### Congestion heat map

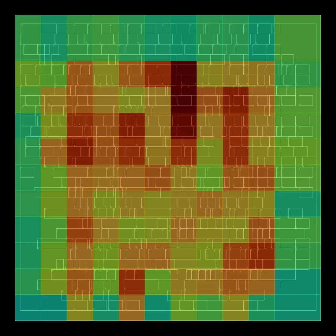
### Metal 2

Drawn at 4 px/µm.
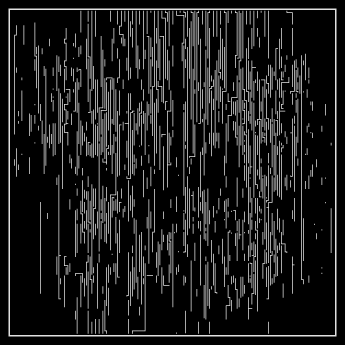
### Zoomed window

Window x 28 to 53, y 28 to 53 µm. Cells in grey, sequential cells in the stronger grey; small squares are vias.
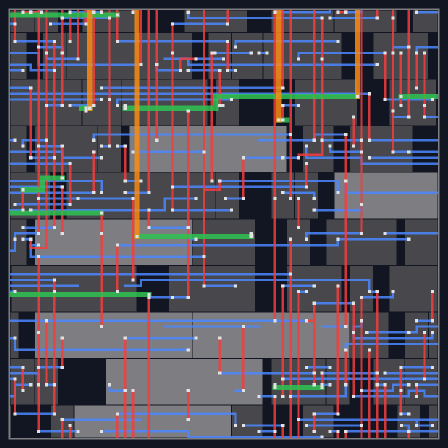
**src/rtl/taxi_pkg.sv**
```systemverilog
// Shared types and helpers for the taxi meter fare/odometer engine.
// Holds FSM state codes and tariff slice extraction from flattened buses.
package taxi_pkg;

    localparam int STATE_W   = 3;
    localparam int MAX_BUS_W = 256;

    typedef enum logic [STATE_W-1:0] {
        S_IDLE  = 3'd0,
        S_RUN   = 3'd1,
        S_PAUSE = 3'd2,
        S_WAIT  = 3'd3,
        S_DONE  = 3'd4
    } state_t;

    // Pull the w-bit field at position idx out of a flattened price bus.
    function automatic logic [31:0] tariff_slice(
        input logic [MAX_BUS_W-1:0] bus,
        input int                   idx,
        input int                   w
    );
        logic [31:0] mask;
        mask = (w >= 32) ? '1 : ((32'd1 << w) - 32'd1);
        return 32'(bus >> (idx * w)) & mask;
    endfunction

endpackage

```
**src/rtl/sat_adder.sv**
```systemverilog
// Unsigned W-bit adder that clamps to all-ones on carry out.
// Ports: a, b (W) in; sum (W) out; sat out, high when the add overflowed.
module sat_adder #(
    parameter int W = 8
) (
    input  logic [W-1:0] a,
    input  logic [W-1:0] b,
    output logic [W-1:0] sum,
    output logic         sat
);

    logic [W:0] w_full;

    assign w_full = {1'b0, a} + {1'b0, b};
    assign sat    = w_full[W];
    assign sum    = w_full[W] ? {W{1'b1}} : w_full[W-1:0];

endmodule

```
**src/rtl/taxi_meter_core.sv**
```systemverilog
// Taxi meter fare/odometer engine with per-trip tariff latch and saturation.
// Ports: clk_M, reset (async low), start/pause/waitL levels, tariff_sel,
//        base_fee/unit_fee/wait_fee flattened price buses, wheel_pulse,
//        sec_tick strobes; outputs distance, fee, state, fee_sat, trip_done.
module taxi_meter_core
    import taxi_pkg::*;
#(
    parameter int DIST_W          = 10,
    parameter int FEE_W           = 10,
    parameter int N_TARIFF        = 2,
    parameter int PULSES_PER_UNIT = 10,
    parameter int BASE_DIST       = 30,
    parameter int WAIT_SECS       = 60,
    localparam int TS_W = (N_TARIFF > 1) ? $clog2(N_TARIFF) : 1,
    localparam int PC_W = (PULSES_PER_UNIT > 1) ? $clog2(PULSES_PER_UNIT) : 1,
    localparam int SC_W = (WAIT_SECS > 1) ? $clog2(WAIT_SECS) : 1
) (
    input  logic                      clk_M,
    input  logic                      reset,
    input  logic                      start,
    input  logic                      pause,
    input  logic                      waitL,
    input  logic [TS_W-1:0]           tariff_sel,
    input  logic [N_TARIFF*FEE_W-1:0] base_fee,
    input  logic [N_TARIFF*FEE_W-1:0] unit_fee,
    input  logic [N_TARIFF*FEE_W-1:0] wait_fee,
    input  logic                      wheel_pulse,
    input  logic                      sec_tick,
    output logic [DIST_W-1:0]         distance,
    output logic [FEE_W-1:0]          fee,
    output logic [STATE_W-1:0]        state,
    output logic                      fee_sat,
    output logic                      trip_done
);

    state_t            r_state;
    state_t            w_next;
    logic              r_start_q;
    logic [TS_W-1:0]   r_tariff;
    logic [PC_W-1:0]   r_pulse_cnt;
    logic [SC_W-1:0]   r_sec_cnt;
    logic [DIST_W-1:0] r_dist;
    logic [FEE_W-1:0]  r_fee;
    logic              r_fee_sat;

    logic              w_start_rise;
    logic              w_start_fall;
    logic              w_pulse_ok;
    logic              w_pulse_wrap;
    logic              w_tick_ok;
    logic              w_tick_wrap;
    logic [DIST_W-1:0] w_dist_sum;
    logic              w_dist_ovf;
    logic              w_dist_step;
    logic              w_unit_chg;
    logic              w_wait_chg;
    logic              w_charge;
    logic [FEE_W-1:0]  w_base;
    logic [FEE_W-1:0]  w_unit;
    logic [FEE_W-1:0]  w_wait;
    logic [FEE_W-1:0]  w_addend;
    logic [FEE_W-1:0]  w_fee_sum;
    logic              w_fee_ovf;

    assign w_start_rise = start & ~r_start_q;
    assign w_start_fall = ~start & r_start_q;

    // Base fee follows the live selector; running charges use the latched one.
    assign w_base = FEE_W'(tariff_slice(MAX_BUS_W'(base_fee),
                                        int'(tariff_sel), FEE_W));
    assign w_unit = FEE_W'(tariff_slice(MAX_BUS_W'(unit_fee),
                                        int'(r_tariff), FEE_W));
    assign w_wait = FEE_W'(tariff_slice(MAX_BUS_W'(wait_fee),
                                        int'(r_tariff), FEE_W));

    // Counting qualifies on the pre-transition state; a start edge drops it.
    assign w_pulse_ok   = wheel_pulse && (r_state == S_RUN) && !w_start_rise;
    assign w_pulse_wrap = w_pulse_ok
                       && (r_pulse_cnt == PC_W'(PULSES_PER_UNIT - 1));
    assign w_tick_ok    = sec_tick && (r_state == S_WAIT) && !w_start_rise;
    assign w_tick_wrap  = w_tick_ok && (r_sec_cnt == SC_W'(WAIT_SECS - 1));

    sat_adder #(.W(DIST_W)) u_dist_add (
        .a   (r_dist),
        .b   (DIST_W'(1)),
        .sum (w_dist_sum),
        .sat (w_dist_ovf)
    );

    // Overflow on +1 means distance is already pinned at its maximum.
    assign w_dist_step = w_pulse_wrap && !w_dist_ovf;
    assign w_unit_chg  = w_dist_step && (w_dist_sum > DIST_W'(BASE_DIST));
    assign w_wait_chg  = w_tick_wrap;
    assign w_charge    = w_unit_chg || w_wait_chg;
    assign w_addend    = w_unit_chg ? w_unit : w_wait;

    sat_adder #(.W(FEE_W)) u_fee_add (
        .a   (r_fee),
        .b   (w_addend),
        .sum (w_fee_sum),
        .sat (w_fee_ovf)
    );

    always_ff @(posedge clk_M or negedge reset) begin
        if (!reset) r_state <= S_IDLE;
        else        r_state <= w_next;
    end

    always_comb begin
        w_next = r_state;
        if (w_start_rise) begin
            w_next = S_RUN;
        end else begin
            case (r_state)
                S_RUN, S_WAIT: begin
                    if (w_start_fall) w_next = S_DONE;
                    else if (pause)   w_next = S_PAUSE;
                    else if (waitL)   w_next = S_WAIT;
                    else              w_next = S_RUN;
                end
                S_PAUSE: begin
                    if (w_start_fall) w_next = S_DONE;
                    else if (!pause)  w_next = waitL ? S_WAIT : S_RUN;
                end
                default: w_next = r_state;
            endcase
        end
    end

    always_ff @(posedge clk_M or negedge reset) begin
        if (!reset) begin
            r_start_q   <= 1'b0;
            r_tariff    <= '0;
            r_pulse_cnt <= '0;
            r_sec_cnt   <= '0;
            r_dist      <= '0;
            r_fee       <= '0;
            r_fee_sat   <= 1'b0;
        end else begin
            r_start_q <= start;
            if (w_start_rise) begin
                r_tariff    <= tariff_sel;
                r_pulse_cnt <= '0;
                r_sec_cnt   <= '0;
                r_dist      <= '0;
                r_fee       <= w_base;
                r_fee_sat   <= 1'b0;
            end else begin
                if (w_pulse_ok)
                    r_pulse_cnt <= w_pulse_wrap ? '0 : r_pulse_cnt + PC_W'(1);
                if (w_tick_ok)
                    r_sec_cnt <= w_tick_wrap ? '0 : r_sec_cnt + SC_W'(1);
                if (w_dist_step)
                    r_dist <= w_dist_sum;
                if (w_charge) begin
                    r_fee <= w_fee_sum;
                    if (w_fee_ovf) r_fee_sat <= 1'b1;
                end
            end
        end
    end

    assign distance  = r_dist;
    assign fee       = r_fee;
    assign state     = r_state;
    assign fee_sat   = r_fee_sat;
    assign trip_done = (r_state == S_DONE);

endmodule
```
**config.mk**
```make
export PLATFORM = sky130hd
export DESIGN_NAME = taxi_meter_core
export DESIGN_NICKNAME = d
export VERILOG_FILES = /design/src/rtl/taxi_pkg.sv /design/src/rtl/sat_adder.sv /design/src/rtl/taxi_meter_core.sv
export SDC_FILE = /design/constraint.sdc
export NUM_CORES = 1
export LEC_CHECK = 0
export CORE_UTILIZATION = 48
export CTS_CLUSTER_SIZE = 8
export DETAILED_ROUTE_END_ITERATION = 12
export GPL_ROUTABILITY_DRIVEN = 0
export GPL_TIMING_DRIVEN = 0
export PLACE_DENSITY = 0.82
export SLEW_MARGIN = 20
export SYNTH_ARGS = -nofsm -noshare
export SYNTH_HDL_FRONTEND = slang
export SYNTH_SLANG_ARGS = --single-unit
```
**constraint.sdc**
```tcl
create_clock -name clk_M -period 5.14 [get_ports clk_M]
set_clock_uncertainty 0.1 [all_clocks]
set_input_delay 1.028 -clock clk_M [delete_from_list [all_inputs] [get_ports clk_M]]
set_output_delay 1.028 -clock clk_M [all_outputs]
set_load 0.02 [all_outputs]
```
==> qor.csv <==
stage;metric;value;unit
run_status;run status;completed;
synth;synthesized area per cell;8.35;µm²
clocking;CTS Root Cell;sky130_fd_sc_hd__clkbuf_8;
worst_setup_path;Register-to-Register Setup Slack;0.61;ns
worst_setup_path;endpoint type of the worst setup path;flip-flop;
clocking;clock tree from TritonCTS;built;
grt;vias in the first global route;2912;
synth;sequential share of the synthesized area;29.9;%
sta;max-slew violation count;0;
sta;TNS Setup;0;ns
route;count of unresolved DRC violations after routing;0;
floorplan;die width;81.2;µm
power;Leak Pwr;1.73;nW
final_layout;Non-clk invs;12;
synth;commonest register cell after synthesis;sky130_fd_sc_hd__dfrtp_1;
placement;DP Cell Count;529;
synth;biggest area cells;sky130_fd_sc_hd__dfrtp_1 30%, sky130_fd_sc_hd__mux2i_1 6.6%, sky130_fd_sc_hd__ha_1 5.8%;
sta;count of final hold-check violations;0;
power;peak supply drop;401;µV
clocking;number of hold-repair buffers added at the cts stage;0;
power;total power per unit cell area;331;mW/mm²
floorplan;die height;81.2;µm
route;post-detailed-route via-to-cell ratio;5.85;
final_layout;Layout clock area frac;2.64;%
floorplan;Std-Cell Core Area;0.00599;mm²
synth;number of distinct library cells after synthesis;50;
floorplan;num rows;28;
worst_setup_path;required time reported for the critical path endpoint;5.21;ns
final_layout;layout cell share with drive strength beyond 1;9.05;%
synth;share of flip-flops with an asynchronous set or reset after synthesis;100;%
worst_setup_path;critical path's slowest cell;sky130_fd_sc_hd__fa_1;
final_layout;logic share of the area;47.6;%
route;number of violations reported at the end of detailed-routing iteration 0;221;
synth;Post-Syn Area;0.00301;mm²
synth;cells after synthesis;361;
job;max-cap viol count;0;
worst_setup_path;CP peak stage delay;0.37;ns
final_layout;count of antenna diodes in the layout;0;
grt;Remaining Overflow, GRT;0;
final_layout;FFs & Latches;36;
## Picture notes: 'Congestion heat map'
global routing met2 resource utilization: 43.4%
final standard cell utilization of the core: 70.4%
Tot GR Track Use: 27.0%

## Picture notes: 'Metal 2'
longest straight run: 56.1 µm
share of all routed wire: 48%
main direction: vertical
nets with wire on the layer: 456

## Picture notes: 'Zoomed window'
[metal 3] green
[metal 4] orange
[metal 1] blue
[metal 2] red
sequential cells in the window: 7
netlist names of flops here include: distance (2), fee (2)
cells with their middle in the window: 51
most frequent: dfrtp_1 (7), nand2_1 (5)

-- sequential cells by signal, indices dropped and copies added, names as in the netlist --
signal / flops
r_tariff: 1
r_pulse_cnt: 4
distance: 10
state: 3
r_start_q: 1
r_sec_cnt: 6
fee: 10
fee_sat: 1
-- critical path: cells and delay by family --
family                   cells  cell delay, ns
AND-OR/OR-AND                6            0.81
XOR/XNOR                     1            0.12
adder cells (fa/ha/maj)      2            0.56
buffers and inverters        6            1.09
multiplexers                 1            0.29
AND/OR/NAND/NOR              5            1.08
-- worst paths after layout --
kind,start,to,depth (start not counted)
worst max-delay path,start,fee[8]$_DFFE_PN0P_,21
worst min-delay path,fee_sat$_DFFE_PN0P_,fee_sat$_DFFE_PN0P_,2
worst max register to register,distance[0]$_DFFE_PN0P_,fee[8]$_DFFE_PN0P_,20
worst min register to register,fee_sat$_DFFE_PN0P_,fee_sat$_DFFE_PN0P_,2
max in group asynchronous,reset,r_pulse_cnt[0]$_DFFE_PN0P_,2
min in group asynchronous,reset,distance[5]$_DFFE_PN0P_,1
-- kinds of logic after synthesis --
group,after synthesis,share of synthesized area (%)
simple gates,133,22.1
flops,36,29.9
xor+xnor,8,2.33
buf+inv,33,5.07
compound gates,105,22.6
mux,31,11.5
fa+ha+maj,15,6.48
-- cells in the mapped netlist, types with 2 or more instances --
master / n
sky130_fd_sc_hd__nor2_1: 42
sky130_fd_sc_hd__dfrtp_1: 36
sky130_fd_sc_hd__a21oi_1: 27
sky130_fd_sc_hd__o21ai_0: 27
sky130_fd_sc_hd__nand2_1: 25
sky130_fd_sc_hd__mux2i_1: 20
sky130_fd_sc_hd__nand3_1: 16
sky130_fd_sc_hd__ha_1: 14
sky130_fd_sc_hd__o211ai_1: 13
sky130_fd_sc_hd__inv_1: 12
sky130_fd_sc_hd__or3_1: 11
sky130_fd_sc_hd__a2bb2oi_1: 10
sky130_fd_sc_hd__clkbuf_1: 10
sky130_fd_sc_hd__or4_1: 10
sky130_fd_sc_hd__buf_2: 8
sky130_fd_sc_hd__mux2_4: 6
sky130_fd_sc_hd__a31oi_1: 5
sky130_fd_sc_hd__and3_1: 5
sky130_fd_sc_hd__mux2_2: 5
sky130_fd_sc_hd__nor2b_1: 5
sky130_fd_sc_hd__xnor2_1: 5
sky130_fd_sc_hd__nand2b_1: 4
sky130_fd_sc_hd__nor3_1: 4
sky130_fd_sc_hd__o22ai_1: 4
sky130_fd_sc_hd__a211oi_1: 3
sky130_fd_sc_hd__nand4_1: 3
sky130_fd_sc_hd__o31ai_1: 3
sky130_fd_sc_hd__xor2_1: 3
sky130_fd_sc_hd__and2_1: 2
sky130_fd_sc_hd__buf_6: 2
sky130_fd_sc_hd__o21bai_1: 2
-- report_power, final --
part           switching [mW]  internal (mW)  leakage, nW
sequential             0.0489          0.335        0.456
combinational           0.391          0.370         1.22
clock                   0.107          0.144       0.0541
-- metal layers --
layer  routed length [µm]  track usage (%)  vias to the layer above
met4                  187             8.39                        0
met2                 4180             43.4                      131
met5                    0                0                        -
met1                 3810             37.2                     1473
li1                     -                -                     1533
met3                  461             3.82                       16
Power figures rest on the tool's default switching activity, not on a simulated workload.
